--- src/rtl/chip8_mem_arbiter_if.sv ---
// Request/response bus between CHIP-8 clients and the shared-memory arbiter.
// All per-port fields are packed flat, port p occupying slice p of each vector.
//
// Handshake: a port asserts req_valid_in with a stable payload and keeps both
// until the cycle in which req_ready_out is also high for that port. That
// cycle is the transfer. req_ready_out may depend combinationally on
// req_valid_in. Completion is a single-cycle rsp_valid_out pulse with no
// back-pressure.
interface chip8_mem_arbiter_if #(
    parameter int NUM_PORTS  = 4,
    parameter int ADDR_WIDTH = 13,
    parameter int WIDTH      = 8,
    parameter int MAX_BYTES  = 2
);
    localparam int SZW = $clog2(MAX_BYTES);

    logic [NUM_PORTS-1:0]                 req_valid_in;
    logic [NUM_PORTS-1:0]                 req_ready_out;
    logic [NUM_PORTS-1:0]                 req_we_in;
    logic [NUM_PORTS*ADDR_WIDTH-1:0]      req_addr_in;
    logic [NUM_PORTS*SZW-1:0]             req_size_in;
    logic [NUM_PORTS*MAX_BYTES*WIDTH-1:0] req_data_in;
    logic [NUM_PORTS-1:0]                 rsp_valid_out;
    logic [MAX_BYTES*WIDTH-1:0]           rsp_data_out;

    // Arbiter side: accepts requests, produces responses.
    modport slave (
        input  req_valid_in,
        input  req_we_in,
        input  req_addr_in,
        input  req_size_in,
        input  req_data_in,
        output req_ready_out,
        output rsp_valid_out,
        output rsp_data_out
    );

    // Client side: issues requests, consumes responses.
    modport master (
        output req_valid_in,
        output req_we_in,
        output req_addr_in,
        output req_size_in,
        output req_data_in,
        input  req_ready_out,
        input  rsp_valid_out,
        input  rsp_data_out
    );
endinterface

--- src/rtl/chip8_mem_arbiter.sv ---
// Round-robin arbiter serialising multi-byte CHIP-8 client accesses onto one
// byte-wide synchronous BRAM port. Multi-byte requests are issued big-endian
// (lowest address carries the most significant used byte); read bytes are
// reassembled and returned right-justified in a one-cycle response.
module chip8_mem_arbiter #(
    parameter int NUM_PORTS    = 4,
    parameter int ADDR_WIDTH   = 13,
    parameter int WIDTH        = 8,
    parameter int MAX_BYTES    = 2,
    parameter int READ_LATENCY = 2
) (
    input  logic                  clk_in,
    input  logic                  rst_in,
    chip8_mem_arbiter_if.slave    bus,
    output logic [ADDR_WIDTH-1:0] mem_addr_out,
    output logic                  mem_we_out,
    output logic [WIDTH-1:0]      mem_din_out,
    input  logic [WIDTH-1:0]      mem_dout_in,
    output logic                  busy_out,
    output logic [1:0]            state_dbg_out
);
    localparam int SZW = $clog2(MAX_BYTES);
    localparam int PW  = $clog2(NUM_PORTS);
    localparam int DW  = MAX_BYTES * WIDTH;

    typedef enum logic [1:0] {
        S_IDLE  = 2'd0,
        S_ISSUE = 2'd1,
        S_WAIT  = 2'd2,
        S_RESP  = 2'd3
    } state_t;

    state_t state_q, state_d;

    // Grant path
    logic [PW-1:0]        last_grant_q;
    logic [PW-1:0]        gnt_idx;
    logic [PW-1:0]        cand;
    logic                 gnt_found;
    logic [NUM_PORTS-1:0] gnt_onehot;
    logic                 accept;

    // Payload of the granted port
    logic                  sel_we;
    logic [ADDR_WIDTH-1:0] sel_addr;
    logic [SZW-1:0]        sel_size;
    logic [SZW-1:0]        sel_size_cl;
    logic [DW-1:0]         sel_data;
    logic [DW-1:0]         sel_aligned;

    // Latched transaction
    logic                  we_q;
    logic [SZW-1:0]        size_q;
    logic [PW-1:0]         port_q;
    logic [DW-1:0]         wdata_q;
    logic [SZW-1:0]        issue_cnt_q;
    logic [SZW-1:0]        cap_cnt_q;
    logic [READ_LATENCY-1:0] rd_pipe_q;
    logic [DW-1:0]         asm_q;
    logic [DW-1:0]         asm_next;
    logic [DW-1:0]         rsp_data_q;
    logic [NUM_PORTS-1:0]  rsp_valid;

    // Memory port registers
    logic [ADDR_WIDTH-1:0] mem_addr_q;
    logic                  mem_we_q;
    logic [WIDTH-1:0]      mem_din_q;

    logic issue_last;
    logic capture;
    logic capture_last;

    // Round-robin search: first valid port after the last one granted.
    always_comb begin
        gnt_found = 1'b0;
        gnt_idx   = '0;
        cand      = '0;
        for (int i = 1; i <= NUM_PORTS; i++) begin
            cand = PW'((int'(last_grant_q) + i) % NUM_PORTS);
            if (!gnt_found && bus.req_valid_in[cand]) begin
                gnt_found = 1'b1;
                gnt_idx   = cand;
            end
        end
    end

    // Ready is offered only in IDLE and never while reset is asserted.
    always_comb begin
        gnt_onehot = '0;
        accept     = 1'b0;
        if (!rst_in && state_q == S_IDLE && gnt_found) begin
            gnt_onehot[gnt_idx] = 1'b1;
            accept              = 1'b1;
        end
    end

    // Select the granted port's payload, clamp its size, left-align its data
    // so the first byte to issue sits in the top byte lane.
    always_comb begin
        sel_we   = 1'b0;
        sel_addr = '0;
        sel_size = '0;
        sel_data = '0;
        for (int p = 0; p < NUM_PORTS; p++) begin
            if (gnt_idx == PW'(p)) begin
                sel_we   = bus.req_we_in[p];
                sel_addr = bus.req_addr_in[p*ADDR_WIDTH +: ADDR_WIDTH];
                sel_size = bus.req_size_in[p*SZW +: SZW];
                sel_data = bus.req_data_in[p*DW +: DW];
            end
        end
        sel_size_cl = (int'(sel_size) > MAX_BYTES - 1) ? SZW'(MAX_BYTES - 1) : sel_size;
        sel_aligned = sel_data << ((MAX_BYTES - 1 - int'(sel_size_cl)) * WIDTH);
    end

    assign issue_last   = (issue_cnt_q == size_q);
    assign capture      = rd_pipe_q[READ_LATENCY-1];
    assign capture_last = capture && (cap_cnt_q == size_q);
    assign asm_next     = (asm_q << WIDTH) | DW'(mem_dout_in);

    // State register.
    always_ff @(posedge clk_in or posedge rst_in) begin
        if (rst_in) begin
            state_q <= S_IDLE;
        end else begin
            state_q <= state_d;
        end
    end

    // Next-state and state-decoded outputs.
    always_comb begin
        state_d   = state_q;
        rsp_valid = '0;
        busy_out  = (state_q != S_IDLE);
        case (state_q)
            S_IDLE:  if (accept) state_d = S_ISSUE;
            S_ISSUE: if (issue_last) state_d = we_q ? S_RESP : S_WAIT;
            S_WAIT:  if (capture_last) state_d = S_RESP;
            S_RESP: begin
                rsp_valid[port_q] = 1'b1;
                state_d           = S_IDLE;
            end
            default: state_d = S_IDLE;
        endcase
    end

    // Transaction datapath: latch on accept, step bytes out in ISSUE, track
    // read returns through a latency pipe and assemble them MSB-first.
    always_ff @(posedge clk_in or posedge rst_in) begin
        if (rst_in) begin
            last_grant_q <= PW'(NUM_PORTS - 1);
            we_q         <= 1'b0;
            size_q       <= '0;
            port_q       <= '0;
            wdata_q      <= '0;
            issue_cnt_q  <= '0;
            cap_cnt_q    <= '0;
            rd_pipe_q    <= '0;
            asm_q        <= '0;
            rsp_data_q   <= '0;
            mem_addr_q   <= '0;
            mem_we_q     <= 1'b0;
            mem_din_q    <= '0;
        end else begin
            rd_pipe_q[0] <= (state_q == S_ISSUE) && !we_q;
            for (int i = 1; i < READ_LATENCY; i++) begin
                rd_pipe_q[i] <= rd_pipe_q[i-1];
            end

            if (accept) begin
                we_q         <= sel_we;
                size_q       <= sel_size_cl;
                port_q       <= gnt_idx;
                last_grant_q <= gnt_idx;
                wdata_q      <= sel_aligned << WIDTH;
                issue_cnt_q  <= '0;
                cap_cnt_q    <= '0;
                asm_q        <= '0;
                mem_addr_q   <= sel_addr;
                mem_din_q    <= sel_aligned[DW-1 -: WIDTH];
                mem_we_q     <= sel_we;
            end else if (state_q == S_ISSUE) begin
                if (issue_last) begin
                    mem_we_q <= 1'b0;
                end else begin
                    issue_cnt_q <= issue_cnt_q + 1'b1;
                    mem_addr_q  <= mem_addr_q + 1'b1;
                    mem_din_q   <= wdata_q[DW-1 -: WIDTH];
                    wdata_q     <= wdata_q << WIDTH;
                end
            end

            if (capture) begin
                asm_q     <= asm_next;
                cap_cnt_q <= cap_cnt_q + 1'b1;
            end

            // Response data is loaded on entry to RESP and held until the next.
            if (state_q == S_ISSUE && issue_last && we_q) begin
                rsp_data_q <= '0;
            end else if (state_q == S_WAIT && capture_last) begin
                rsp_data_q <= asm_next;
            end
        end
    end

    assign bus.req_ready_out = gnt_onehot;
    assign bus.rsp_valid_out = rsp_valid;
    assign bus.rsp_data_out  = rsp_data_q;
    assign mem_addr_out      = mem_addr_q;
    assign mem_we_out        = mem_we_q;
    assign mem_din_out       = mem_din_q;
    assign state_dbg_out     = state_q;
endmodule

--- src/flat_wrapper.sv ---
// flat-port wrapper written by rule: the top's interface ports become plain ports
module chip8_mem_arbiter_flat 
#(
    parameter int NUM_PORTS    = 4,
    parameter int ADDR_WIDTH   = 13,
    parameter int WIDTH        = 8,
    parameter int MAX_BYTES    = 2,
    parameter int READ_LATENCY = 2
)
  (clk_in, rst_in, mem_addr_out, mem_we_out, mem_din_out, mem_dout_in, busy_out, state_dbg_out, bus_req_valid_in, bus_req_we_in, bus_req_addr_in, bus_req_size_in, bus_req_data_in, bus_req_ready_out, bus_rsp_valid_out, bus_rsp_data_out);
  chip8_mem_arbiter_if #(.NUM_PORTS(NUM_PORTS), .ADDR_WIDTH(ADDR_WIDTH), .WIDTH(WIDTH), .MAX_BYTES(MAX_BYTES)) bus_i ();
  input  logic clk_in;
  input  logic rst_in;
  output logic [ADDR_WIDTH-1:0] mem_addr_out;
  output logic mem_we_out;
  output logic [WIDTH-1:0] mem_din_out;
  input  logic [WIDTH-1:0] mem_dout_in;
  output logic busy_out;
  output logic [1:0] state_dbg_out;
  input wire logic [$bits(bus_i.req_valid_in)-1:0] bus_req_valid_in;
  input wire logic [$bits(bus_i.req_we_in)-1:0] bus_req_we_in;
  input wire logic [$bits(bus_i.req_addr_in)-1:0] bus_req_addr_in;
  input wire logic [$bits(bus_i.req_size_in)-1:0] bus_req_size_in;
  input wire logic [$bits(bus_i.req_data_in)-1:0] bus_req_data_in;
  output wire logic [$bits(bus_i.req_ready_out)-1:0] bus_req_ready_out;
  output wire logic [$bits(bus_i.rsp_valid_out)-1:0] bus_rsp_valid_out;
  output wire logic [$bits(bus_i.rsp_data_out)-1:0] bus_rsp_data_out;
  assign bus_i.req_valid_in = bus_req_valid_in;
  assign bus_i.req_we_in = bus_req_we_in;
  assign bus_i.req_addr_in = bus_req_addr_in;
  assign bus_i.req_size_in = bus_req_size_in;
  assign bus_i.req_data_in = bus_req_data_in;
  assign bus_req_ready_out = bus_i.req_ready_out;
  assign bus_rsp_valid_out = bus_i.rsp_valid_out;
  assign bus_rsp_data_out = bus_i.rsp_data_out;
  chip8_mem_arbiter #(.NUM_PORTS(NUM_PORTS), .ADDR_WIDTH(ADDR_WIDTH), .WIDTH(WIDTH), .MAX_BYTES(MAX_BYTES), .READ_LATENCY(READ_LATENCY)) u_core (.clk_in(clk_in), .rst_in(rst_in), .bus(bus_i), .mem_addr_out(mem_addr_out), .mem_we_out(mem_we_out), .mem_din_out(mem_din_out), .mem_dout_in(mem_dout_in), .busy_out(busy_out), .state_dbg_out(state_dbg_out));
endmodule
--- config.mk ---
export PLATFORM = sky130hd
export DESIGN_NAME = chip8_mem_arbiter_flat
export DESIGN_NICKNAME = d
export VERILOG_FILES = /design/src/rtl/chip8_mem_arbiter_if.sv /design/src/rtl/chip8_mem_arbiter.sv /design/src/flat_wrapper.sv
export SDC_FILE = /design/constraint.sdc
export NUM_CORES = 1
export LEC_CHECK = 0
export ABC_AREA = 1
export CAP_MARGIN = 30
export CORE_MARGIN = 1.5
export CORE_UTILIZATION = 39
export DETAILED_ROUTE_END_ITERATION = 12
export GPL_TIMING_DRIVEN = 0
export MAX_ROUTING_LAYER = met4
export PLACE_DENSITY = 0.83
export SYNTH_ARGS = -nofsm -noshare
export SYNTH_HDL_FRONTEND = slang
export SYNTH_SLANG_ARGS = --single-unit
--- constraint.sdc ---
create_clock -name clk_in -period 3.8 [get_ports clk_in]
set_clock_uncertainty 0.1 [all_clocks]
set_input_delay 0.76 -clock clk_in [delete_from_list [all_inputs] [get_ports clk_in]]
set_output_delay 0.76 -clock clk_in [all_outputs]
set_load 0.1 [all_outputs]
Figure 1. Track usage over the die.
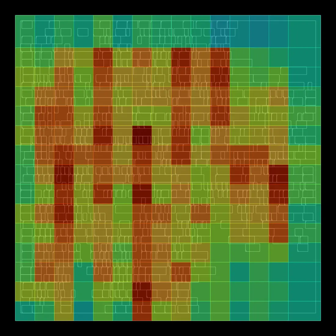
GRT Total Usage: 25.9%
fin util: 61.9%
GR Layer Usage met2: 43.8%
WL/cell: 15.3 microns
GR peak layer: met2

Figure 2. Wiring by layer.
Bar = 20 microns.
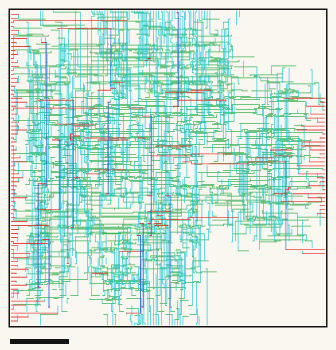
color	layer	wire length
green	metal 1	6160 microns
cyan	metal 2	7160 microns
blue	metal 4	464 microns
red	metal 3	823 microns

Figure 3. PDN straps and rails.
Bar = 20 microns. Pins as bars on the die edge.
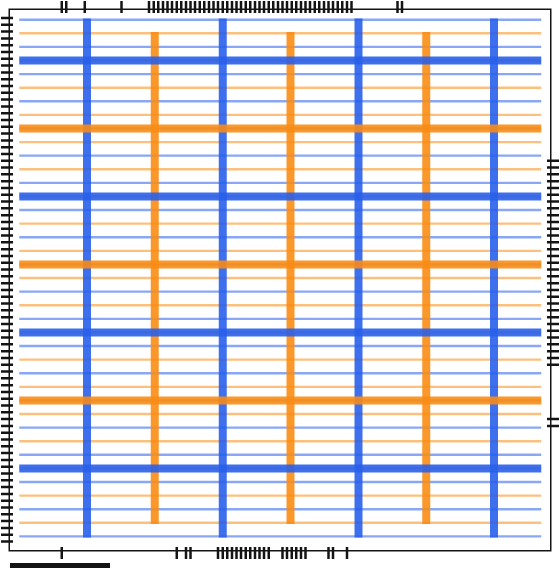
color	net
blue	VSS
orange	VDD
met4 straps	7
signal pins	187
Core Footprint: 10800 sq um
die width: 108 microns

Figure 4. Clock distribution.
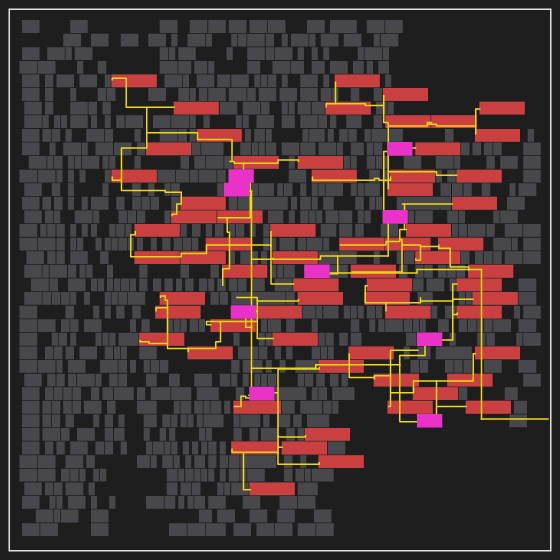
[red] flip-flops | count: 66
[magenta] clock drivers | count: 9
[yellow] clock wires | length: 872 microns
routed clock nets	10
Clk Latency, worst-skew pair: 0.34 ns

Figure 5. Cell classes on the final placement.
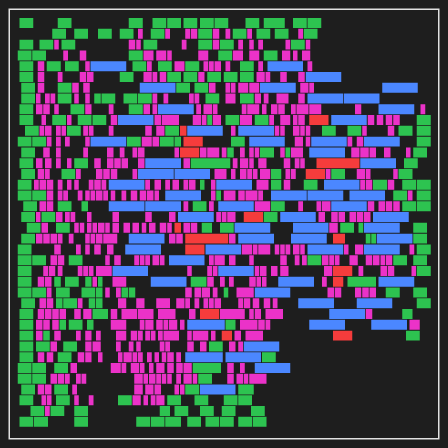
color	class	cells
magenta	combinational and other logic	515
red	clock drivers and dummy loads	16
blue	flops	66
green	other buffers and delay cells	220

==> metrics.cfg <==
[run_status]
status=finished, final reports clean

[synthesis]
synthTopCellsByCount=nand2_1, nand3_1, nor2_1
ys_seq_share_pct=38.5
synth-edff-count=0
ys_sh_simple_pct=34.0
synthArstFlopShare_pct=100
synth.net_count=754
logic_family=simple AND/OR/NAND/NOR gates
synth_cells=610

[route]
viasPerCell=5.18
wl_met1_mm=6.16

[final_timing]
maxSlewHeadroom_pct=30.6
hold_violations=0
post-route-period-util_pct=97.8
setup_viol=0
setup_slack_ns=0.0853
fmax_mhz=269

[run]
max_cap_violations=0

[clocking]
cts_tree=done

[final_layout]
drive_gt1_share_pct=10.2
largest_reg_flops=16
antenna_cells=0

[min_path]
hold_class=register to register

==> what timing repair did <==
item,in CTS,in global routing
pin swaps,0,1
resized,30,9
cloned,1,0
setup buffers,1,2
endpoints found under the setup margin,4,4
hold buffers,0,0
==> area by class of cell <==
class                   instances  area [sq um]
well taps                     140           175
plain buffers                  29           158
clock inverters                 7          93.8
repair inverters                1          5.00
fillers                       975          4110
flip-flops and latches         66          1650
clock buffers                   9           124
repair buffers                191          1950
multi-input cells             449          2270
inverters                      65           260
==> per-stage QoR <==
step           cell area, sq um  util [%]  cells
3_5_place_dp               6400      59.3    938
4_1_cts                    6650      61.6    956
2_1_floorplan              4320         -    610
3_3_place_gp               6360      58.9    936
6_report                   6680      61.9    957
5_1_grt                    6680      61.9    957
